clock_map.png
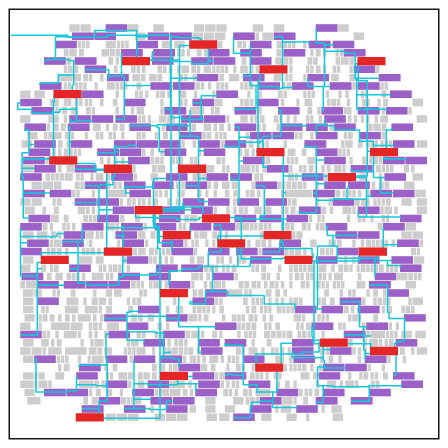
wire_density.png
The die is cut into 28 by 28 equal tiles; black is low, pale yellow is high, scaled to the fullest tile. Values are wire area over tile area, all layers added.
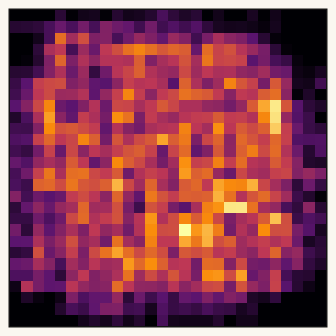
final_placement.png
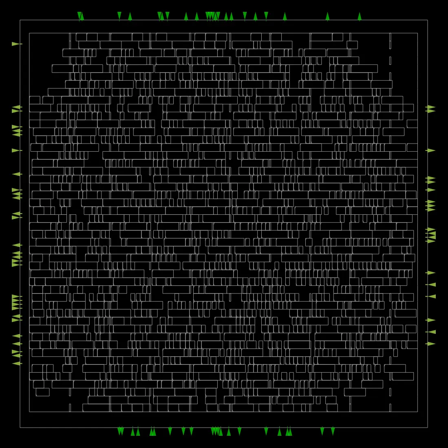
## config.mk

```make
export PLATFORM = sky130hd
export DESIGN_NAME = p405s_dcd_inst_queue
export DESIGN_NICKNAME = d
export VERILOG_FILES = /design/src/rtl/p405s_dcd_inst_queue.sv
export SDC_FILE = /design/constraint.sdc
export NUM_CORES = 1
export LEC_CHECK = 0
export ABC_AREA = 1
export CORE_MARGIN = 3
export CORE_UTILIZATION = 55
export CTS_CLUSTER_DIAMETER = 60
export DETAILED_ROUTE_END_ITERATION = 8
export PLACE_DENSITY_LB_ADDON = 0.15
export SKIP_CTS_REPAIR_TIMING = 1
export SLEW_MARGIN = 20
export SYNTH_ARGS = -nofsm -noshare
export SYNTH_HDL_FRONTEND = slang
export SYNTH_SLANG_ARGS = --single-unit
```

## constraint.sdc

```tcl
create_clock -name CB -period 5.89 [get_ports CB]
set_clock_uncertainty 0.2 [all_clocks]
set_input_delay 1.178 -clock CB [delete_from_list [all_inputs] [get_ports CB]]
set_output_delay 1.178 -clock CB [all_outputs]
set_load 0.03 [all_outputs]
```

## src/rtl/p405s_dcd_inst_queue.sv

```systemverilog
// p405s_dcd_inst_queue
//   Decode-and-queue stage between the instruction fetch buffer and execute.
//   Up to LANES instructions per cycle are pre-decoded into a 16-bit class
//   flag vector and stored in a DEPTH-entry in-order queue. The head is
//   issued under an execute-hold handshake. Issue stops after a
//   context-synchronising instruction (rfi/sc/isync) until syncDone.
//
// Ports
//   CB         clock
//   resetCore  synchronous active-high reset
//   ifbInst    LANES x 32-bit instructions, lane 0 in [31:0] and oldest
//   ifbValid   per-lane valid (lane 1 only with lane 0)
//   dcdRdy     queue has room for LANES entries this cycle
//   dcdInst    head instruction (registered)
//   dcdFlags   head decode flags (registered)
//   dcdValid   head valid (registered)
//   exeHold    execute stall; transfer = dcdValid & ~exeHold
//   syncDone   synchronising instruction completed (one-cycle pulse)
//   dcdFlush   discard everything queued and held
//   dcdCount   queue occupancy
//
// Build option
//   P405S_DCD_APU_EN  when defined, primary opcode 4 decodes as an APU
//                     instruction (flag 15) instead of a MAC form (flag 0).
module p405s_dcd_inst_queue #(
  parameter int unsigned LANES = 1,
  parameter int unsigned DEPTH = 4
) (
  input  logic                     CB,
  input  logic                     resetCore,
  input  logic [32*LANES-1:0]      ifbInst,
  input  logic [LANES-1:0]         ifbValid,
  output logic                     dcdRdy,
  output logic [31:0]              dcdInst,
  output logic [15:0]              dcdFlags,
  output logic                     dcdValid,
  input  logic                     exeHold,
  input  logic                     syncDone,
  input  logic                     dcdFlush,
  output logic [$clog2(DEPTH):0]   dcdCount
);

  localparam int unsigned PW = $clog2(DEPTH);
  localparam int unsigned CW = PW + 1;

  typedef enum logic {
    ST_RUN,
    ST_SYNC
  } state_e;

  // IBM numbering: inst[0:5] = bits 31:26, inst[21:30] = bits 10:1,
  // inst[22:30] = bits 9:1, Rc = inst[31] = bit 0, inst[30] = bit 1.
  function automatic logic [15:0] decode(input logic [31:0] inst);
    logic [5:0]  po;
    logic [9:0]  xo;
    logic [8:0]  xo9;
    logic        rc;
    logic [15:0] f;
    po  = inst[31:26];
    xo  = inst[10:1];
    xo9 = inst[9:1];
    rc  = inst[0];
    f   = '0;
    f[0]  = (po == 6'd7) ||
            ((po == 6'd31) && (xo9 inside {9'd11, 9'd75, 9'd235, 9'd459, 9'd491}));
`ifdef P405S_DCD_APU_EN
    f[15] = (po == 6'd4);
`else
    f[0]  = f[0] || (po == 6'd4);
`endif
    f[2]  = (po == 6'd31) && (xo == 10'd467);
    f[3]  = (po == 6'd31) && ((xo == 10'd339) || (xo == 10'd323));
    f[4]  = (po == 6'd18);
    f[5]  = (po == 6'd16) || ((po == 6'd19) && ((xo == 10'd16) || (xo == 10'd528)));
    f[6]  = (po == 6'd19) &&
            (xo inside {10'd33, 10'd129, 10'd193, 10'd225, 10'd257, 10'd289, 10'd417, 10'd449});
    f[7]  = (po == 6'd19) && (xo == 10'd0);
    f[8]  = (po == 6'd31) && (xo == 10'd512);
    f[9]  = (po == 6'd31) && (xo == 10'd144);
    f[10] = (po == 6'd31) && (xo == 10'd150) && rc;
    f[11] = (po == 6'd31) && (xo == 10'd914);
    f[12] = (po == 6'd19) && ((xo == 10'd50) || (xo == 10'd51));
    f[13] = (po == 6'd17) && inst[1];
    f[14] = (po == 6'd19) && (xo == 10'd150);
    // CR-field enable covers compares plus the CR writers decoded above.
    f[1]  = (po == 6'd10) || (po == 6'd11) || (|f[9:6]);
    return f;
  endfunction

  state_e          state_q, state_d;
  logic [CW-1:0]   count_q, count_d;
  logic [PW-1:0]   rd_ptr_q, rd_ptr_d;
  logic [PW-1:0]   wr_ptr_q, wr_ptr_d;
  logic [47:0]     mem_q [DEPTH];
  logic [47:0]     mem_d [DEPTH];
  logic [31:0]     dcd_inst_q, dcd_inst_d;
  logic [15:0]     dcd_flags_q, dcd_flags_d;
  logic            dcd_valid_q, dcd_valid_d;

  logic            rdy;
  logic            accept;
  logic            xfer;
  logic [PW-1:0]   wr_slot;
  logic [CW-1:0]   n_enq;

  always_comb begin
    state_d  = state_q;
    rd_ptr_d = rd_ptr_q;
    mem_d    = mem_q;
    n_enq    = '0;
    wr_slot  = wr_ptr_q;

    rdy    = (CW'(DEPTH) - count_q) >= CW'(LANES);
    accept = rdy && !dcdFlush;
    xfer   = dcd_valid_q && !exeHold;

    for (int unsigned l = 0; l < LANES; l++) begin
      if (accept && ifbValid[l]) begin
        mem_d[wr_slot] = {ifbInst[32*l +: 32], decode(ifbInst[32*l +: 32])};
        wr_slot        = wr_slot + PW'(1);
        n_enq          = n_enq + CW'(1);
      end
    end
    wr_ptr_d = wr_slot;

    // Issue is impossible in SYNC (valid forced low), so a transfer and
    // a meaningful syncDone never coincide.
    if (xfer) begin
      rd_ptr_d = rd_ptr_q + PW'(1);
      if (|dcd_flags_q[14:12]) state_d = ST_SYNC;
    end else if ((state_q == ST_SYNC) && syncDone) begin
      state_d = ST_RUN;
    end

    count_d = count_q + n_enq - CW'(xfer);

    if (dcdFlush) begin
      count_d  = '0;
      rd_ptr_d = '0;
      wr_ptr_d = '0;
      state_d  = ST_RUN;
    end

    // Output register tracks the next-cycle head, including an entry
    // written into an empty queue this cycle.
    {dcd_inst_d, dcd_flags_d} = mem_d[rd_ptr_d];
    dcd_valid_d = (count_d != '0) && (state_d == ST_RUN);
  end

  always_ff @(posedge CB) begin
    if (resetCore) begin
      state_q     <= ST_RUN;
      count_q     <= '0;
      rd_ptr_q    <= '0;
      wr_ptr_q    <= '0;
      dcd_inst_q  <= '0;
      dcd_flags_q <= '0;
      dcd_valid_q <= 1'b0;
    end else begin
      state_q     <= state_d;
      count_q     <= count_d;
      rd_ptr_q    <= rd_ptr_d;
      wr_ptr_q    <= wr_ptr_d;
      dcd_inst_q  <= dcd_inst_d;
      dcd_flags_q <= dcd_flags_d;
      dcd_valid_q <= dcd_valid_d;
    end
  end

  // Storage needs no reset: it is only observed through the counted head.
  always_ff @(posedge CB) begin
    for (int unsigned i = 0; i < DEPTH; i++) begin
      mem_q[i] <= mem_d[i];
    end
  end

  assign dcdRdy   = rdy;
  assign dcdInst  = dcd_inst_q;
  assign dcdFlags = dcd_flags_q;
  assign dcdValid = dcd_valid_q;
  assign dcdCount = count_q;

endmodule
```

==> results.json <==
{
  "antenna_found_initial": 0,
  "routed-wl-met2_mm": 11.43,
  "cp-start-kind": "primary input",
  "leakagePower_nw": 5.234,
  "top_logic_kind": "simple AND/OR/NAND/NOR gates",
  "clockBufferDepth": 3,
  "ios": 91,
  "crit_end": "dcdInst[7]",
  "met1_usage": 0.3233,
  "peakVddDrop_mv": 0.2962,
  "timing.rr.end": "dcdInst[7]",
  "syn-cell-area_um2": 9953,
  "instances_no_fill": 1633,
  "ff_type": "dfxtp_1",
  "p_int_w": 0.003116,
  "final_common_cell": "nand2_1",
  "r2r-start": "dcdCount[1]",
  "grt_pass1_vias": 8277,
  "synthCells": 1342,
  "yosysTopAreaCellShare": 0.5008,
  "initCoreUtil": 0.5695,
  "worstSetupPathType": "in -> reg",
  "wl_met3_mm": 1.293,
  "drt_iter0_drc": 586,
  "buf_share": 0.08537,
  "wl_per_cell_um": 14.95,
  "buffers_excl_clock": 102,
  "whs_ns": 0.2251,
  "crit_family": "buffers and inverters",
  "largest_reg_flops": 192,
  "reg2regPathDepth": 12,
  "dp_hpwl_mm": 14.78,
  "drive_above_1_share": 0.06250,
  "p_per_area_nw_per_um2": 361.9,
  "comb_power_share": 0.162,
  "grt_use_met2": 0.4141,
  "period_needed_ns": 3.751,
  "synthTopCellsByArea": "dfxtp_1, nand2_1, nand3_1",
  "place_congestion": 0.9126,
  "flop_area_um2": 4985,
  "inverters_excl_clock": 95,
  "yosysSeqAreaShare": 0.5008,
  "grt_max_degree": 83,
  "slew_violations": 0,
  "path_clk_slew_ns": 0.06,
  "crit_chain": "clkdlybuf4s50_1, inv_1, nand3_4, nor2_4, inv_2, o21ai_1, nand2_1, nand2_1, nand2_1, a21oi_1",
  "clock.fmax_ghz": 0.2666,
  "ys_top_cells_by_count": "nand2_1, dfxtp_1, inv_1",
  "placed_area_um2": 10890,
  "synth_chip_area_um2": 9953,
  "power_leader": "registers",
  "use_met3": 0.03653,
  "final-setup-viol-count": 0,
  "via_per_inst": 5.301,
  "design_area_um2": 11700,
  "wirelength_mm": 24.42,
  "switching_share": 0.2638,
  "syn-num-nets": 1389,
  "fin_nets": 1442,
  "comb_area_um2": 4269,
  "yosys_register_bits": 249,
  "hold_viol": 0,
  "cts-root-buf": "clkbuf_16",
  "top_cell": "nand2_1",
  "status": "finished, final reports clean",
  "nMultiInputCombCells": 921,
  "first_pass_iters": 8,
  "busiest_layer": "met2",
  "ys_sh_xor": 0.002640,
  "yosysUniqueCellTypes": 33,
  "worst_slew_pin_slew_ns": 0.9643,
  "ant_nets": 0,
  "crit_path_end_kind": "register",
  "ys_sh_mux": 0,
  "comb-cell-share": 0.3650,
  "dieWidth_um": 140.5,
  "comb_cell_power_w": 0.000685,
  "drc": 0,
  "die_area_um2": 19750,
  "fin_tns_setup_ns": 0,
  "rsz0062_at_grt": "no",
  "rrSetupSlack_ns": 2.58,
  "port_buffers": 90,
  "vias": 8657,
  "final_layout_top_logic_cells": "nand2_1, dfxtp_1, inv_1, clkdlybuf4s50_1, nand3_1",
  "cp_common_cell": "nand2_1",
  "ys_cells": 1342,
  "post-place-ws_ns": 1.636,
  "hp-start": "mem_q[111]"
}
Notes on clock_map.png above:
[flip-flops] purple | count: 249
[cells driving clock nets] red | count: 26
[clock wires] cyan | length: 2830 um
flops lie: spread over the die
Clk power: 0.00155 W
Clk Latency, worst-skew pair: 0.52 ns
Clock power frac: 0.366

Notes on wire_density.png above:
fullest tile: 0.53
tiles over half the peak: 32%
mean over tiles: 0.20
densest ninth of the die: center
nearly empty tiles: 9.2%

Notes on final_placement.png above:
num rows: 48
Final Core Density: 0.6692
flop count: 249
register share of the cell area: 0.4262
total core area: 17480 um2

Power is estimated from default activity; no workload was simulated.
